==> run_1/zoom.png <==
Window x 103 to 123, y 103 to 123 um. Cells in gray, sequential cells in the stronger gray; small squares are vias.
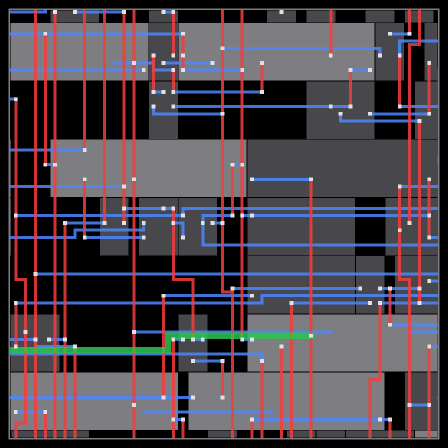
==> run_1/final_clocks.png <==
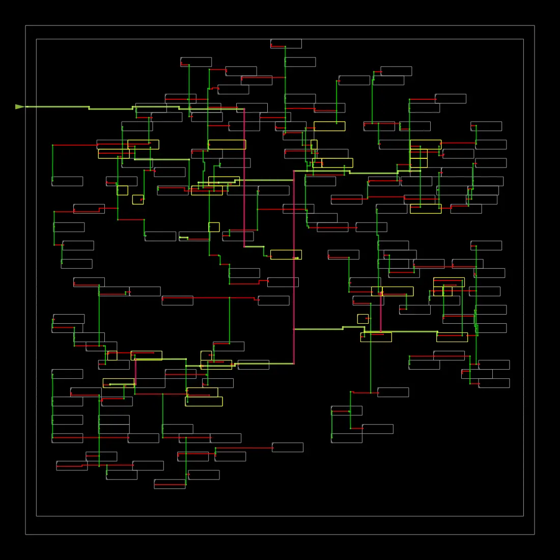
==> run_1/met2.png <==
Drawn at 2 px/um.
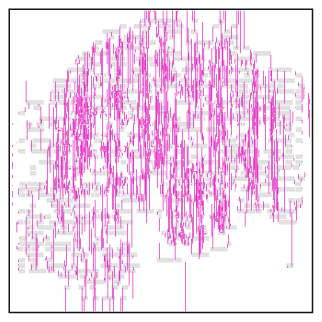
## src/rtl/arc4_core_param.sv

```systemverilog
// arc4_core_param: ARC4 decrypt engine with a parametrised key length.
//
// Runs the full ARC4 flow against external memories:
//   INIT  - s[i] = i for i = 0..255
//   KSA   - key scheduling with a KEY_BYTES-long key, read MSB-first
//   LEN   - reads the length byte ct[0] and copies it to pt[0]
//   PRGA  - decrypts ct[1..L] into pt[1..L]
// With CHECK_PRINTABLE = 1 the run stops on the first plaintext byte
// outside [PRINT_LO, PRINT_HI]. That byte is still written, and valid
// reports 0. This lets a key search abandon a wrong key early.
//
// Ports:
//   clk, rst_n          clock, asynchronous active-low reset
//   en / rdy            start request (taken only while rdy = 1) / engine idle
//   key                 key, byte 0 = key[8*KEY_BYTES-1 -: 8]
//   valid               result of the last run (1 = every byte printable)
//   s_addr, s_rddata,
//   s_wrdata, s_wren    256x8 S memory port
//   ct_addr, ct_rddata  ciphertext memory read port
//   pt_addr, pt_wrdata,
//   pt_wren             plaintext memory write port
//
// All memories are synchronous with one cycle of read latency. Every output
// is registered, so an address issued by a state is presented to the memory
// on the next cycle. The read data is sampled two states later; the *_WT_*
// states cover that gap.
module arc4_core_param #(
    parameter int         KEY_BYTES       = 3,
    parameter bit         CHECK_PRINTABLE = 1'b1,
    parameter logic [7:0] PRINT_LO        = 8'h20,
    parameter logic [7:0] PRINT_HI        = 8'h7E
) (
    input  logic                   clk,
    input  logic                   rst_n,
    input  logic                   en,
    output logic                   rdy,
    input  logic [8*KEY_BYTES-1:0] key,
    output logic                   valid,
    output logic [7:0]             s_addr,
    input  logic [7:0]             s_rddata,
    output logic [7:0]             s_wrdata,
    output logic                   s_wren,
    output logic [7:0]             ct_addr,
    input  logic [7:0]             ct_rddata,
    output logic [7:0]             pt_addr,
    output logic [7:0]             pt_wrdata,
    output logic                   pt_wren
);

    localparam int KW = (KEY_BYTES > 1) ? $clog2(KEY_BYTES) : 1;

    typedef enum logic [4:0] {
        IDLE,
        INIT,
        KSA_RD_I,  KSA_WT_I,  KSA_RD_J,  KSA_WT_J,  KSA_WR_I,  KSA_WR_J,
        LEN_RD,    LEN_WT,    LEN_CAP,
        PRGA_RD_I, PRGA_WT_I, PRGA_RD_J, PRGA_WT_J, PRGA_WR_I, PRGA_WR_J,
        PRGA_RD_P, PRGA_WT_P, PRGA_OUT,
        DONE
    } state_t;

    state_t                 state;
    logic [8*KEY_BYTES-1:0] key_q;
    logic [7:0]             i, j, k, len;
    logic [7:0]             si, sj, ct_byte;
    logic [KW-1:0]          kidx;     // i mod KEY_BYTES, kept as a wrapping counter

    logic [7:0] key_byte;
    logic [7:0] j_ksa, j_prga, pt_byte;
    logic       bad_byte;

    // Select key byte kidx (MSB-first) without a variable-width part-select.
    always_comb begin
        key_byte = 8'h00;
        for (int b = 0; b < KEY_BYTES; b++) begin
            if (kidx == KW'(b)) key_byte = key_q[8*(KEY_BYTES-1-b) +: 8];
        end
    end

    always_comb begin
        j_ksa    = j + s_rddata + key_byte;
        j_prga   = j + s_rddata;
        pt_byte  = s_rddata ^ ct_byte;
        bad_byte = CHECK_PRINTABLE && ((pt_byte < PRINT_LO) || (pt_byte > PRINT_HI));
    end

    // NOTE: every register below is assigned with <=, so each state reads the
    // values from before the edge (e.g. KSA_WR_J writes s[j] using the j that
    // was computed in KSA_RD_J), independent of statement order.
    always_ff @(posedge clk or negedge rst_n) begin
        if (!rst_n) begin
            state     <= IDLE;
            rdy       <= 1'b1;
            valid     <= 1'b0;
            key_q     <= '0;
            i         <= 8'h00;
            j         <= 8'h00;
            k         <= 8'h00;
            len       <= 8'h00;
            si        <= 8'h00;
            sj        <= 8'h00;
            ct_byte   <= 8'h00;
            kidx      <= '0;
            s_addr    <= 8'h00;
            s_wrdata  <= 8'h00;
            s_wren    <= 1'b0;
            ct_addr   <= 8'h00;
            pt_addr   <= 8'h00;
            pt_wrdata <= 8'h00;
            pt_wren   <= 1'b0;
        end else begin
            unique case (state)
                // DONE already shows rdy = 1, so it accepts a start as IDLE does.
                IDLE, DONE: begin
                    s_wren  <= 1'b0;
                    pt_wren <= 1'b0;
                    state   <= IDLE;
                    if (en) begin
                        key_q <= key;
                        valid <= 1'b0;
                        rdy   <= 1'b0;
                        i     <= 8'h00;
                        j     <= 8'h00;
                        kidx  <= '0;
                        state <= INIT;
                    end
                end

                INIT: begin
                    s_addr   <= i;
                    s_wrdata <= i;
                    s_wren   <= 1'b1;
                    i        <= i + 8'd1;            // wraps back to 0 for KSA
                    if (i == 8'hFF) state <= KSA_RD_I;
                end

                KSA_RD_I: begin
                    s_wren <= 1'b0;
                    s_addr <= i;
                    state  <= KSA_WT_I;
                end
                KSA_WT_I: state <= KSA_RD_J;
                KSA_RD_J: begin
                    si     <= s_rddata;
                    j      <= j_ksa;
                    s_addr <= j_ksa;
                    state  <= KSA_WT_J;
                end
                KSA_WT_J: state <= KSA_WR_I;
                KSA_WR_I: begin
                    s_addr   <= i;
                    s_wrdata <= s_rddata;            // old s[j]
                    s_wren   <= 1'b1;
                    state    <= KSA_WR_J;
                end
                // When i == j this second write restores old s[i], so the
                // swap degenerates to a no-op as it should.
                KSA_WR_J: begin
                    s_addr   <= j;
                    s_wrdata <= si;
                    s_wren   <= 1'b1;
                    i        <= i + 8'd1;
                    kidx     <= (kidx == KW'(KEY_BYTES - 1)) ? '0 : kidx + KW'(1);
                    state    <= (i == 8'hFF) ? LEN_RD : KSA_RD_I;
                end

                LEN_RD: begin
                    s_wren  <= 1'b0;
                    ct_addr <= 8'h00;
                    state   <= LEN_WT;
                end
                LEN_WT: state <= LEN_CAP;
                LEN_CAP: begin
                    len       <= ct_rddata;
                    pt_addr   <= 8'h00;
                    pt_wrdata <= ct_rddata;
                    pt_wren   <= 1'b1;
                    i         <= 8'h00;
                    j         <= 8'h00;
                    k         <= 8'h01;
                    if (ct_rddata == 8'h00) begin
                        valid <= 1'b1;
                        rdy   <= 1'b1;
                        state <= DONE;
                    end else begin
                        state <= PRGA_RD_I;
                    end
                end

                PRGA_RD_I: begin
                    pt_wren <= 1'b0;
                    s_wren  <= 1'b0;
                    i       <= i + 8'd1;
                    s_addr  <= i + 8'd1;
                    ct_addr <= k;                    // ct[k] is fetched alongside s[i]
                    state   <= PRGA_WT_I;
                end
                PRGA_WT_I: state <= PRGA_RD_J;
                PRGA_RD_J: begin
                    si      <= s_rddata;
                    ct_byte <= ct_rddata;
                    j       <= j_prga;
                    s_addr  <= j_prga;
                    state   <= PRGA_WT_J;
                end
                PRGA_WT_J: state <= PRGA_WR_I;
                PRGA_WR_I: begin
                    sj       <= s_rddata;
                    s_addr   <= i;
                    s_wrdata <= s_rddata;
                    s_wren   <= 1'b1;
                    state    <= PRGA_WR_J;
                end
                PRGA_WR_J: begin
                    s_addr   <= j;
                    s_wrdata <= si;
                    s_wren   <= 1'b1;
                    state    <= PRGA_RD_P;
                end
                // The swap leaves s[i] + s[j] unchanged, so the captured
                // pre-swap values address the pad directly.
                PRGA_RD_P: begin
                    s_wren <= 1'b0;
                    s_addr <= si + sj;
                    state  <= PRGA_WT_P;
                end
                PRGA_WT_P: state <= PRGA_OUT;
                PRGA_OUT: begin
                    pt_addr   <= k;
                    pt_wrdata <= pt_byte;
                    pt_wren   <= 1'b1;
                    if (bad_byte) begin
                        valid <= 1'b0;
                        rdy   <= 1'b1;
                        state <= DONE;
                    end else if (k == len) begin
                        valid <= 1'b1;
                        rdy   <= 1'b1;
                        state <= DONE;
                    end else begin
                        k     <= k + 8'd1;
                        state <= PRGA_RD_I;
                    end
                end

                default: state <= IDLE;
            endcase
        end
    end

endmodule

```

## config.mk

```make
export PLATFORM = sky130hd
export DESIGN_NAME = arc4_core_param
export DESIGN_NICKNAME = d
export VERILOG_FILES = /design/src/rtl/arc4_core_param.sv
export SDC_FILE = /design/constraint.sdc
export NUM_CORES = 1
export LEC_CHECK = 0
export ABC_AREA = 0
export CORE_MARGIN = 3
export CORE_UTILIZATION = 34
export DETAILED_ROUTE_END_ITERATION = 8
export REMOVE_ABC_BUFFERS = 1
export SLEW_MARGIN = 0
export SYNTH_ARGS = -nofsm -noshare
export SYNTH_HDL_FRONTEND = slang
export SYNTH_SLANG_ARGS = --single-unit
```

## constraint.sdc

```tcl
create_clock -name clk -period 7.6 [get_ports clk]
set_input_delay 1.52 -clock clk [delete_from_list [all_inputs] [get_ports clk]]
set_output_delay 1.52 -clock clk [all_outputs]
set_load 0.05 [all_outputs]
```

==> run_results.csv, run 1 <==
group,metric,value,unit
worst_setup_path,cp.depth,15,
cells_and_area,largest_reg_flops,24,
worst_setup_path,rrSetupSlack,4.41,ns
global_route,grt_pass1_vias,5616,
placement,gp_congestion,0.841,
clock_tree,post_cts_buffers,0,
power_and_ir_drop,power_leakage,3.73,nW
final_timing,finalHoldViolCount,0,
floorplan,dieArea,22800,um^2
synth,synth_chip_area,7140,um^2
floorplan,dieHeight,151,um
worst_hold_path,hold_path.class,"reg -> reg",
drt,dr.pass1.iters,5,
clock_tree,h-tree-depth,4,
global_route,gr-usage-all-layers,17.6,%
cells_and_area,final_area,8820,um^2
outcome,status,"completed",
clock_tree,numCtsBuffers,17,
final_timing,setup_tns,0,ns
drt,drt-initial-drc-count,457,
final_timing,layout_min_cycle_time,4.43,ns
final_timing,setup_violations,0,
final_timing,fmax,0.226,GHz
clock_tree,ctsHoldBuffers,0,
synth,ys_cells,735,
drt,route.vias.total,5846,
floorplan,die_w,151,um
worst_setup_path,crit_path_end_kind,"flip-flop",
worst_setup_path,critPathSlowestCell,"clkdlybuf4s50_1",
worst_setup_path,cp_max_fo,5,
clock_tree,clk_pin_slew,0.06,ns
synth,synth.top_cell.area_share,45.6,%
clock_tree,root_buffer,"clkbuf_16",
## Picture notes: zoom.png
legend:
  blue:
    layer: met1
  red:
    layer: met2
  green:
    layer: met3
sequential cells in the window: 6
most frequent: nand2_1 (6), dfrtp_1 (6), xor2_1 (3)
netlist names of flops here include: `len` (3), `pt_wrdata` (2)
cells with their middle in the window: 21

## Picture notes: final_clocks.png
clk sinks: 131
clk_lat worst skew: 0.42 ns

## Picture notes: met2.png
longest straight run: 47.6 um
nets with wire on the layer: 725
share of all routed wire: 47%

[run 1: synth_stat cells, drive strengths merged (6+ instances only)]
master and instances:
o21ai 47, nand2b 8, mux2i 9, xnor2 16
a211oi 6, a22oi 15, nor3 15, buf 17
a21oi 41, xor2 23, ha 23, nor2 52
nand3 19, a221o 6, inv 15, and3 11
o31ai 6, mux2 40, a22o 16, a31oi 6
clkbuf 19, nand2 114, dfrtp 130, nor2b 11
[run 1: tightest hold or removal path, cell delays in order (launching register included)]
cell and delay, ns:
dfrtp_1 0.35, nand2_1 0.05, nand2_1 0.05
[run 1: cell families (layout without fill, tap and decap cells)]
family	count (synthesis)	after routing	synth area share, %
flops	131	131	45.9
xor+xnor	39	39	4.78
simple gates	256	256	16.6
compound gates	182	182	17.1
fa+ha+maj	26	26	4.87
buf+inv	52	140	3.12
mux	49	49	7.57
[run 1: worst min path at each step]
stage	cells past startpoint	startpoint	slack, ns	end
6_report	2	pt_wrdata[4]	0.47	pt_wrdata[4]
5_1_grt	1	ct_addr[2]	0.51	ct_addr[2]
4_1_cts	2	pt_wrdata[4]	0.48	pt_wrdata[4]
3_5_place_dp	2	pt_wrdata[4]	0.47	pt_wrdata[4]
3_3_place_gp	2	pt_wrdata[2]	0.47	pt_wrdata[2]
2_1_floorplan	2	ct_byte[4]	0.47	ct_byte[4]
[run 1: area by class of cell]
| cell class | instances | area, um^2 |
|---|---|---|
| Clock buffer | 19 | 453 |
| Clock inverter | 13 | 148 |
| Fill cell | 2021 | 11600 |
| Inverter | 16 | 60.1 |
| Multi-Input combinational cell | 552 | 3640 |
| Sequential cell | 131 | 3280 |
| Tap cell | 270 | 338 |
| Timing Repair Buffer | 92 | 907 |
[run 1: where the power goes]
part           internal (W)  leakage, nW  total (W)  switching [W]
clock              0.000505        0.283   0.000844       0.000339
combinational      0.000654         1.87    0.00160       0.000943
sequential         0.000887         1.57    0.00105       0.000168
[run 1: placed cells by master (no fill, tap or decap), types with 14 or more instances in the layout]
master,n
clkdlybuf4s50_1,85
o21ai_0,45
clkbuf_16,17
a22oi_1,15
ha_1,23
inv_1,15
dfrtp_1,130
xnor2_1,16
nand3_1,19
nor2_1,51
a22o_1,16
nand2_1,114
xor2_1,23
mux2_2,40
nor3_1,14
a21oi_1,40
[run 1: stage by stage]
step           util, %  power, W  instances  worst slack (ns)
2_1_floorplan        -   0.00218        699              3.53
6_report          43.2   0.00350       1093              3.17
3_3_place_gp      40.2   0.00265       1061              2.80
4_1_cts           43.2   0.00352       1093              3.18
5_1_grt           43.2   0.00374       1093              2.88
3_5_place_dp      40.2   0.00266       1061              2.75
[run 1: metal layers]
| layer | GRT usage [%] | vias up | part of all wire (%) |
|---|---|---|---|
| met1 | 24.7 | 2857 | 47 |
| met3 | 4.43 | 19 | 5.1 |
| met5 | 0 | - | 0 |
| li1 | - | 2807 | - |
| met2 | 27.4 | 163 | 47 |
| met4 | 4.08 | 0 | 1.1 |
--- run 2 (diff from run 1) ---
==> constraint.sdc (replaced) <==
create_clock -name clk -period 4.3 [get_ports clk]
set_input_delay 0.86 -clock clk [delete_from_list [all_inputs] [get_ports clk]]
set_output_delay 0.86 -clock clk [all_outputs]
set_load 0.05 [all_outputs]
==> run_2/zoom.png <==
Window x 103 to 123, y 103 to 123 um. Cells in gray, sequential cells in the stronger gray; small squares are vias.
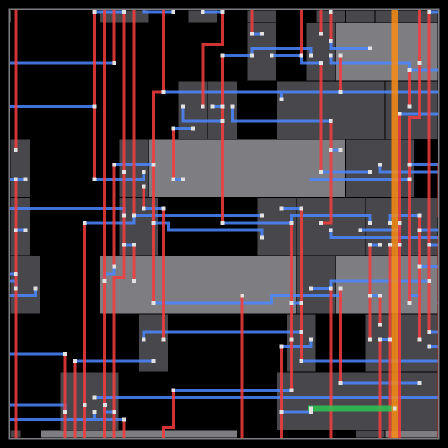
legend:
  blue:
    layer: met1
  red:
    layer: met2
  green:
    layer: met3
  orange:
    layer: met4
most frequent: nand2_1 (9), xor2_1 (4), dfrtp_1 (4)
sequential cells in the window: 4
cells with their middle in the window: 26
netlist names of flops here include: `len` (3), `pt_wrdata` (1)

==> run_2/final_clocks.png <==
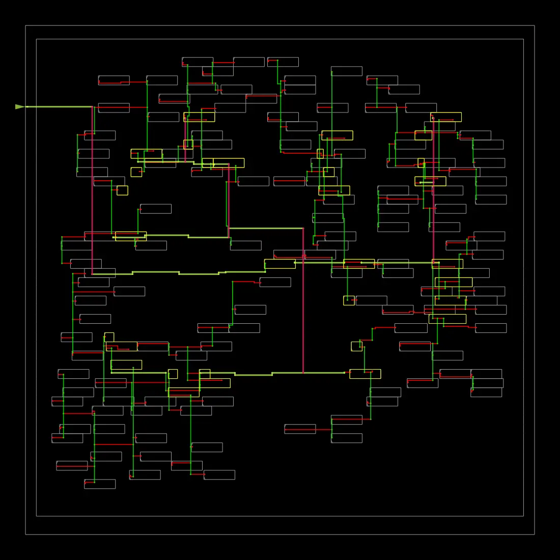
CTS Buf Count: 17
clock buf count: 18
Clk. pwr: 0.00147 W

==> run_2/metal_stack.png <==
Drawn at 4 px/um. Only two layers are drawn.
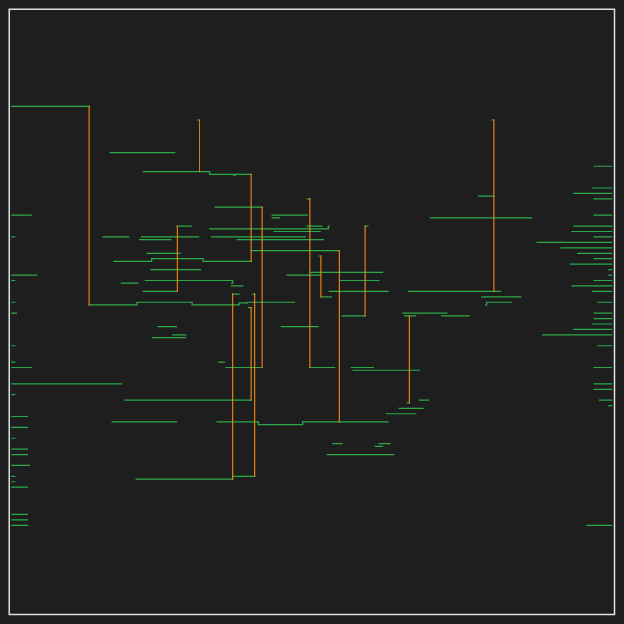
legend:
  orange:
    layer: met4
    wire_length: 438 um
  green:
    layer: met3
    wire_length: 1040 um

==> run 2 against run 1 <==
  * Via count grew 1.3%
  * Sequential power rose by 78%
  * Combinational power increased by 79%
  * Global-route usage up 0.27 points
  * Setup slack worse by 2.7 ns
  * Total power rose by 77%
  * Critical path depth unchanged
  * Cell count grew 0.91%
  * Die area is the same
  * Worst hold slack worse by 0.00085 ns
  * Sequential share of layout area shrank 0.28 points
  * Critical endpoint unchanged
  * Largest cell class unchanged
==> run_results.csv, run 2 <==
group,metric,value,unit
drt,wl_met1,9260,um
final_timing,finalHoldViolCount,0,
power_and_ir_drop,p_sw,0.00260,W
cells_and_area,layout_top_cells,"130 x dfrtp_1, 114 x nand2_1, 85 x clkdlybuf4s50_1",
synth,ys_cells,735,
final_timing,fmax,0.262,GHz
final_timing,setup_violations,0,
cells_and_area,layout.cells.most_common,"dfrtp_1",
power_and_ir_drop,power_frac_seq,30.2,%
drt,wl_met2,8880,um
synth,synth.top_cell.area_share,45.6,%
outcome,status,"completed",
clock_tree,clk_pin_slew,0.06,ns
drt,top_layer_used,"met4",
worst_setup_path,critPathSlowestCell,"clkdlybuf4s50_1",
power_and_ir_drop,totalPowerFinal,0.00620,W
power_and_ir_drop,power_leakage,3.78,nW
placement,dpl_worst_slack,0.106,ns
clock_tree,root_buffer,"clkbuf_16",
power_and_ir_drop,p_sw_share,41.8,%
[run 2: cell families (layout without fill, tap and decap cells)]
logic type               Yosys count  count (layout)  share of synthesized area [%]
AND/OR/NAND/NOR                  256             256                           16.6
AND-OR/OR-AND                    182             182                           17.1
XOR/XNOR                          39              39                           4.78
adder cells (fa/ha/maj)           26              26                           4.87
buffers and inverters             52             150                           3.12
multiplexers                      49              49                           7.57
flip-flops                       131             131                           45.9
[run 2: area by class of cell]
type / instances / area (um^2) / share of cell area (%)
flip-flops and latches: 131 / 3280 / 36.9
inverters: 16 / 60.1 / 0.675
multi-input cells: 552 / 3640 / 40.9
clock inverters: 14 / 154 / 1.73
well taps: 270 / 338 / 3.80
clock buffers: 18 / 439 / 4.94
repair buffers: 102 / 982 / 11.0
[run 2: power groups by stage]
stage	combinational (W)	clock (W)	sequential [W]
2_1_floorplan	0.00171	0	0.00213
3_3_place_gp	0.00282	0	0.00189
3_5_place_dp	0.00285	0	0.00189
4_1_cts	0.00287	0.00150	0.00187
5_1_grt	0.00317	0.00155	0.00192
6_report	0.00286	0.00147	0.00187
[run 2: per-layer routing]
layer  up-vias  global-route usage, %
met4         0                   6.30
met3        31                   4.40
met1      2903                   24.7
met5         -                      0
met2       173                   27.2
li1       2817                      -
[run 2: path summary, 6_finish.rpt]
kind                                    from           end  slack [ns]  depth (start not counted)
max in group asynchronous              rst_n      key_q[8]        2.93                          2
min in group asynchronous              rst_n    ct_addr[1]        0.57                          1
worst max-delay path             s_rddata[0]     s_addr[7]        0.49                         15
worst min-delay path            pt_wrdata[2]  pt_wrdata[2]        0.47                          2
worst min register to register  pt_wrdata[2]  pt_wrdata[2]        0.47                          2
worst max register to register          j[0]     s_addr[7]        0.96                         14
[run 2: tightest hold or removal path: stages (launching register included)]
cell,delay (ns)
dfrtp_1,0.34
nand2_1,0.05
nand2_1,0.05
[run 2: through the flow]
stage	util (%)	cell area, um^2	std cells
3_5_place_dp	40.6	8300	1071
5_1_grt	43.5	8890	1103
2_1_floorplan	-	6980	699
4_1_cts	43.5	8890	1103
6_report	43.5	8890	1103
3_3_place_gp	40.6	8300	1071
Power is estimated from default activity; no workload was simulated.
